File: config.mk
export PLATFORM = sky130hd
export DESIGN_NAME = des_key_sequencer
export DESIGN_NICKNAME = d
export VERILOG_FILES = /design/src/rtl/des_key_sequencer.sv
export SDC_FILE = /design/constraint.sdc
export NUM_CORES = 1
export LEC_CHECK = 0
export CORE_ASPECT_RATIO = 1.75
export CORE_MARGIN = 2
export CORE_UTILIZATION = 47
export DETAILED_ROUTE_END_ITERATION = 6
export PLACE_DENSITY = 0.78
export SYNTH_ARGS = -nofsm -noshare
export SYNTH_HDL_FRONTEND = slang
export SYNTH_SLANG_ARGS = --single-unit
File: constraint.sdc
create_clock -name clk -period 1.96 [get_ports clk]
set_input_delay 0.392 -clock clk [delete_from_list [all_inputs] [get_ports clk]]
set_output_delay 0.392 -clock clk [all_outputs]
set_load 0.03 [all_outputs]
File: src/rtl/des_key_sequencer.sv
// DES key-schedule and round-control sequencer for an iterative single-round datapath.
// Produces one 48-bit subkey per round cycle plus load/output strobes and a done pulse.
module des_key_sequencer #(
    parameter int unsigned OV_LATENCY = 1
) (
    input  logic        clk,
    input  logic        reset,
    input  logic [1:64] key,
    input  logic        decrypt,
    input  logic        start,
    output logic [1:48] xkey,
    output logic        load_new_pt,
    output logic        output_ok,
    output logic        busy,
    output logic        done,
    output logic [3:0]  round_idx
);

    typedef enum logic [2:0] {
        S_IDLE,
        S_LOAD,
        S_ROUND,
        S_OUTP,
        S_WAIT
    } state_t;

    localparam logic [1:0] LAT_INIT = 2'(OV_LATENCY - 1);

    state_t      r_state;
    state_t      w_next;
    logic [1:28] r_c;
    logic [1:28] r_d;
    logic [3:0]  r_cnt;
    logic [1:0]  r_lat;
    logic        r_dec;
    logic        r_done;

    logic [1:56] w_pc1;
    logic [1:56] w_cd;
    logic [1:48] w_pc2;
    logic        w_enc_dbl;
    logic        w_dec_dbl;
    logic        w_unused_parity;

    // Parity bits never enter the key schedule.
    assign w_unused_parity = ^{key[8], key[16], key[24], key[32],
                               key[40], key[48], key[56], key[64]};

    assign w_pc1 = {key[57], key[49], key[41], key[33], key[25], key[17], key[9],
                    key[1],  key[58], key[50], key[42], key[34], key[26], key[18],
                    key[10], key[2],  key[59], key[51], key[43], key[35], key[27],
                    key[19], key[11], key[3],  key[60], key[52], key[44], key[36],
                    key[63], key[55], key[47], key[39], key[31], key[23], key[15],
                    key[7],  key[62], key[54], key[46], key[38], key[30], key[22],
                    key[14], key[6],  key[61], key[53], key[45], key[37], key[29],
                    key[21], key[13], key[5],  key[28], key[20], key[12], key[4]};

    assign w_cd = {r_c, r_d};

    assign w_pc2 = {w_cd[14], w_cd[17], w_cd[11], w_cd[24], w_cd[1],  w_cd[5],
                    w_cd[3],  w_cd[28], w_cd[15], w_cd[6],  w_cd[21], w_cd[10],
                    w_cd[23], w_cd[19], w_cd[12], w_cd[4],  w_cd[26], w_cd[8],
                    w_cd[16], w_cd[7],  w_cd[27], w_cd[20], w_cd[13], w_cd[2],
                    w_cd[41], w_cd[52], w_cd[31], w_cd[37], w_cd[47], w_cd[55],
                    w_cd[30], w_cd[40], w_cd[51], w_cd[45], w_cd[33], w_cd[48],
                    w_cd[44], w_cd[49], w_cd[39], w_cd[56], w_cd[34], w_cd[53],
                    w_cd[46], w_cd[42], w_cd[50], w_cd[36], w_cd[29], w_cd[32]};

    function automatic logic is_double(input logic [4:0] r);
        return !(r == 5'd1 || r == 5'd2 || r == 5'd9 || r == 5'd16);
    endfunction

    function automatic logic [1:28] rotl(input logic [1:28] h, input logic two);
        return two ? {h[3:28], h[1:2]} : {h[2:28], h[1]};
    endfunction

    function automatic logic [1:28] rotr(input logic [1:28] h, input logic two);
        return two ? {h[27:28], h[1:26]} : {h[28], h[1:27]};
    endfunction

    // Leaving round r=r_cnt+1: encrypt uses s(r+1), decrypt uses s(17-r).
    assign w_enc_dbl = is_double({1'b0, r_cnt} + 5'd2);
    assign w_dec_dbl = is_double(5'd16 - {1'b0, r_cnt});

    always_ff @(posedge clk or negedge reset) begin
        if (!reset) begin
            r_state <= S_IDLE;
        end else begin
            r_state <= w_next;
        end
    end

    always_comb begin
        w_next      = r_state;
        xkey        = '0;
        load_new_pt = 1'b0;
        output_ok   = 1'b0;
        busy        = 1'b0;
        round_idx   = '0;
        case (r_state)
            S_IDLE: begin
                if (start) begin
                    w_next = S_LOAD;
                end
            end
            S_LOAD: begin
                xkey        = w_pc2;
                load_new_pt = 1'b1;
                busy        = 1'b1;
                round_idx   = r_cnt;
                w_next      = S_ROUND;
            end
            S_ROUND: begin
                xkey      = w_pc2;
                busy      = 1'b1;
                round_idx = r_cnt;
                if (r_cnt == 4'd15) begin
                    w_next = S_OUTP;
                end
            end
            S_OUTP: begin
                output_ok = 1'b1;
                busy      = 1'b1;
                w_next    = (LAT_INIT == 2'd0) ? S_IDLE : S_WAIT;
            end
            S_WAIT: begin
                busy = 1'b1;
                if (r_lat == 2'd1) begin
                    w_next = S_IDLE;
                end
            end
            default: begin
                w_next = S_IDLE;
            end
        endcase
    end

    always_ff @(posedge clk or negedge reset) begin
        if (!reset) begin
            r_c    <= '0;
            r_d    <= '0;
            r_cnt  <= '0;
            r_lat  <= '0;
            r_dec  <= 1'b0;
            r_done <= 1'b0;
        end else begin
            r_done <= ((r_state == S_OUTP) || (r_state == S_WAIT)) && (w_next == S_IDLE);
            case (r_state)
                S_IDLE: begin
                    if (start) begin
                        r_dec <= decrypt;
                        r_cnt <= '0;
                        // Encrypt starts at C1/D1; decrypt starts at C16/D16, which equals C0/D0.
                        if (decrypt) begin
                            r_c <= w_pc1[1:28];
                            r_d <= w_pc1[29:56];
                        end else begin
                            r_c <= rotl(w_pc1[1:28], 1'b0);
                            r_d <= rotl(w_pc1[29:56], 1'b0);
                        end
                    end
                end
                S_LOAD, S_ROUND: begin
                    if (r_cnt != 4'd15) begin
                        r_cnt <= r_cnt + 4'd1;
                        if (r_dec) begin
                            r_c <= rotr(r_c, w_dec_dbl);
                            r_d <= rotr(r_d, w_dec_dbl);
                        end else begin
                            r_c <= rotl(r_c, w_enc_dbl);
                            r_d <= rotl(r_d, w_enc_dbl);
                        end
                    end
                end
                S_OUTP: begin
                    r_cnt <= '0;
                    r_lat <= LAT_INIT;
                end
                S_WAIT: begin
                    r_lat <= r_lat - 2'd1;
                end
                default: begin
                    r_cnt <= '0;
                end
            endcase
        end
    end

    assign done = r_done;

endmodule

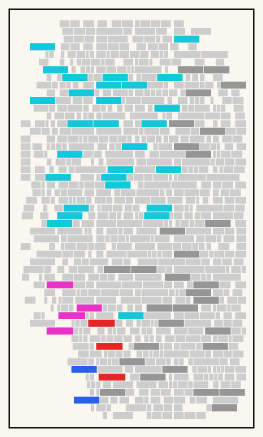
(images/registers.png)
Other sequential cells in the stronger gray, the rest of the logic in the fainter gray.
- r_cnt: magenta (placed flops 4; where bottom left)
- r_state: red (placed flops 3)
- r_lat: blue (placed flops 2)
- r_c: cyan (placed flops 28)
sequential standard cell area: 1685 sq um
Seq. pwr: 3.43 mW
Core Util, Final: 77.42%
flop share of the area: 18.90%

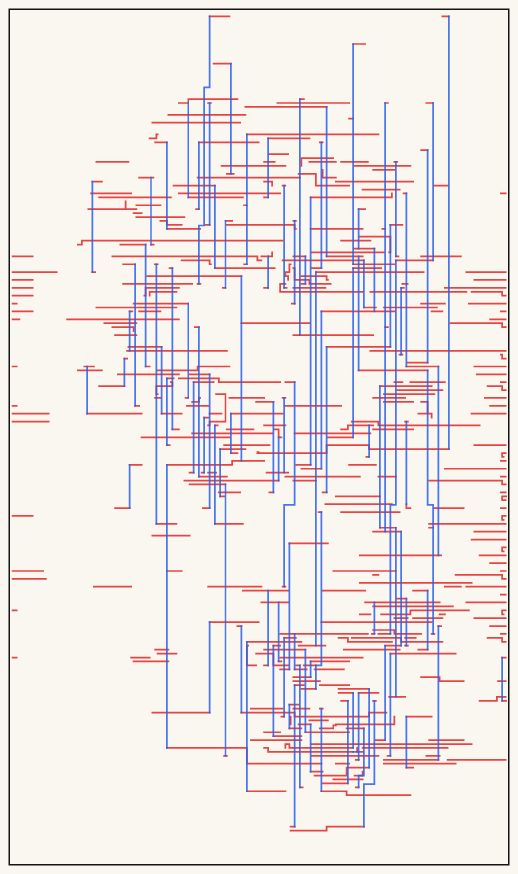
(images/metal_stack.png)
Only two layers are drawn.
- met4: blue (wire length 2,080 microns)
- met3: red (wire length 2,280 microns)

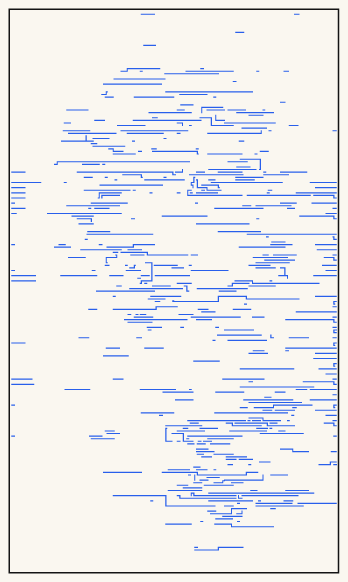
(images/met3.png)
- longest straight run: 34.7 microns
- main direction: horizontal
- wire length on this layer: 2,280 microns

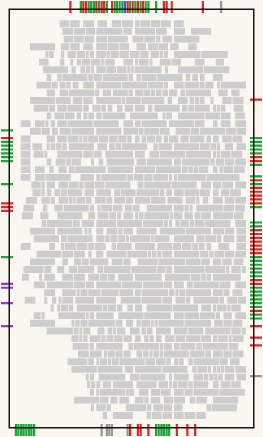
(images/pins.png)
Pins as bars across the die edge, other pins in gray.
- xkey: red (pins 48; direction output; edge 22 right, 15 top, 7 bottom, 4 left)
- decrypt: blue (pins 1; direction input; edge top)
- key: green (pins 64; direction input; edge 25 right, 16 top, 14 bottom, 9 left)
- round_idx: purple (pins 4; direction output; edge left)
- all pins by edge: 48 right, 33 top, 26 bottom, 17 left

==> flow_summary_export.csv <==
group,metric,value,unit
detailed_routing,vias,6546,
timing,worst_pin_slew,0.5300,ns
die,die-width,86.09,microns
timing,setup_slack,-0.3433,ns
logic_synthesis,syn_area,5543,sq um
power_and_ir_drop,ir_worst_vdd,1.115,mV
clock_tree,htreeDepth,3,
critical_path,criticalPathCategory,"reg -> reg",
detailed_routing,routed_wirelength,24590,microns
cells_and_area,fin_cells,930,
die,fp_util,48.13,%
detailed_routing,post_drt_via_cell_ratio,7.039,
timing,max_slew_margin,64.67,%
timing,rsz0062_at_grt,"yes",
timing,finalClockSkew,0.01386,ns
clock_tree,clk_latency,0.35,ns
global_route,grt_pass1_vias,6610,
timing,max_freq,434.2,MHz
timing,period_used_share,117.5,%
logic_synthesis,edf_count,0,
power_and_ir_drop,power.density,2266,nW/um^2
timing,worst_hold_slack,0.01537,ns
timing,fin_crit,2.303,ns
global_route,grt_max_degree,58,
die,die_y,147.7,microns
global_route,grt_pass1_wl,34820,microns
placed_design,gp_congestion,0.8198,
logic_synthesis,ys_cells,649,
critical_path,cp-start-kind,"flop",
clock_tree,cts_buffers,9,
critical_path,cpPeakStageDelay,0.47,ns
die,ios,124,
detailed_routing,firstDrtPassIters,6,
run_status,violations,"setup timing",
logic_synthesis,flop_cell,"dfrtp_1",
clock_tree,cts-root-buf,"clkbuf_16",
die,fp.coreArea,11520,sq um
power_and_ir_drop,leakagePower,3.558,nW
global_route,antenna_found_initial,0,
timing,setup_viol,108,
logic_synthesis,synth.distinct_cells,39,
detailed_routing,drt_iter0_markers,812,
critical_path,cp.arrival,2.52,ns
logic_synthesis,synth_top_cell_by_area,"dfrtp_1",
logic_synthesis,async_flop_share,100.0,%
clock_tree,path_clk_slew,0.06,ns
cells_and_area,antennaDiodeCount,0,
global_route,groute.usage.overall,34.84,%
flow_run,tool_warnings,41,
flow_run,max-cap-violations,0,
cells_and_area,syn2layout_area_growth,60.86,%
detailed_routing,drc,0,
detailed_routing,antenna_left,0,
critical_path,crit_buf_inv,4,
critical_path,crit_slowest_cell,"dfrtp_2",
cells_and_area,drive_gt1_share,37.23,%
placed_design,place.detailed.hpwl,11150,microns
run_status,status,"finished, violations left",
logic_synthesis,top_cell,"mux2i_1",
logic_synthesis,synth_nets,725,
clock_tree,cts_buffer_depth,2,
critical_path,rrSetupSlack,-0.34,ns
global_route,grt_overflow,0,
logic_synthesis,syn_inst,649,
logic_synthesis,synth_flops,67,
timing,hold_viol,0,
critical_path,cp_top_family,"AND-OR/OR-AND gates",
die,die_area,12710,sq um
cells_and_area,num-fill-cells,653,
logic_synthesis,syn_area_per_cell,8.541,sq um
timing,maxSlewViolCount,0,
min_path,min_path_type,"in -> async",
critical_path,required,2.17,ns
clock_tree,cts_sinks,67,
clock_tree,cts_tree,"yes",
clock_tree,ctsHoldBuffers,0,
logic_synthesis,ys_warn_count,0,
cells_and_area,comb_area,4387,sq um
detailed_routing,routedWlPerCell,26.44,microns
placed_design,place_inst,878,
logic_synthesis,common_cells,"mux2i_1, nor2_1, dfrtp_1",
critical_path,path_max_fanout,7,
placed_design,io_buffers,115,
logic_synthesis,top_area_share,30.25,%
cells_and_area,nNetsFinal,866,
die,rows,52,
critical_path,critPathCaptureType,"flop",
logic_synthesis,synth-area-yosys,5543,sq um
critical_path,path_cells,"buf_12 -> ha_4 -> a21boi_4 -> buf_4 -> o221ai_2 -> nand3_4 -> buf_12 -> buf_16 -> o221ai_2 -> o21ai_1",
logic_synthesis,postSynthSeqShare,30.25,%
logic_synthesis,ys_top_cells_by_area,"dfrtp_1, mux2i_1, o221ai_1, nand2b_1, and2_1",
[routing by layer]
layer / vias up / part of all wire (%) / global-route usage (%)
li1: 2653 / - / -
met1: 3091 / 32 / 37.11
met2: 581 / 50 / 60.81
met3: 221 / 9.3 / 6.812
met4: 0 / 8.5 / 23.10
met5: - / 0 / 0
[cell families after synthesis]
| kind of cell | after synthesis | share of synthesized area [%] |
|---|---|---|
| fa+ha+maj | 8 | 1.806 |
| compound gates | 193 | 21.83 |
| simple gates | 199 | 18.89 |
| mux | 114 | 20.81 |
| buf+inv | 66 | 6.095 |
| xor+xnor | 2 | 0.3161 |
| flops | 67 | 30.25 |
[layout make-up]
class                           instances  share of cell area [%]
Tap cell                              135                   1.894
Inverter                                9                  0.4912
Timing Repair Buffer                  187                   25.74
Multi-Input combinational cell        516                   49.20
Clock buffer                           11                   2.835
Sequential cell                        67                   18.90
Clock inverter                          5                  0.9402
[layout by cell type (no fill, tap or decap), types with 5 or more instances in the layout]
| cell type | netlist | final |
|---|---|---|
| nor2_1 | 74 | 71 |
| o221ai_4 | 0 | 13 |
| buf_16 | 0 | 6 |
| ha_4 | 0 | 7 |
| o221ai_1 | 57 | 10 |
| o21ai_0 | 5 | 5 |
| a21oi_1 | 60 | 60 |
| mux2i_1 | 110 | 106 |
| nand2b_1 | 56 | 56 |
| o221ai_2 | 0 | 34 |
| buf_12 | 0 | 26 |
| o21ai_1 | 60 | 48 |
| dfrtp_1 | 67 | 60 |
| clkdlybuf4s50_1 | 0 | 58 |
| buf_6 | 1 | 60 |
| o21ai_2 | 0 | 11 |
| nand2_1 | 7 | 6 |
| inv_1 | 7 | 5 |
| clkbuf_16 | 0 | 12 |
| dfrtp_2 | 0 | 7 |
| and2_4 | 0 | 47 |
| buf_4 | 3 | 28 |
[power breakdown]
group / total, mW / internal (mW) / switching [mW] / leakage [nW]
registers: 3.43 / 2.10 / 1.33 / 0.814
clock network: 1.92 / 1.19 / 0.730 / 0.158
logic: 14.9 / 7.00 / 7.86 / 2.59
total: 20.2 / 10.3 / 9.91 / 3.56
[through the flow]
step	setup WS, ns	area, sq um	TNS, ns	power (mW)
CTS	-0.1291	8574	-7.097	17.87
global placement	-0.1911	6950	-8.409	12.10
finish	-0.3433	8916	-20.62	20.20
floorplan	0.005014	5548	0	9.066
detailed placement	-0.2139	6950	-8.654	12.38
global route	-0.3795	8916	-24.62	20.79
[what timing repair did]
action / CTS / global route
gates cloned: 12 / 3
resized: 187 / 72
setup buffers: 22 / 8
endpoints found under the setup margin: 106 / 111
pin swaps: 34 / 15
hold endpoints to repair: 0 / 0
[path summary, 6_finish.rpt]
check,from,cells after the start,endpoint
max reg2reg,r_cnt[0],10,r_d[8]
max,r_cnt[0],10,r_d[8]
min reg2reg,r_state[2],1,r_state[0]
max in group asynchronous,reset,2,r_c[12]
min,reset,1,r_d[12]
min in group clk,r_state[2],1,r_state[0]
[state kept, by name, indices dropped and copies added (netlist names)]
register,cells
r_dec,1
r_lat,2
done,1
r_cnt,4
r_state,3
r_d,28
r_c,28
Power and IR drop assume default switching activity.
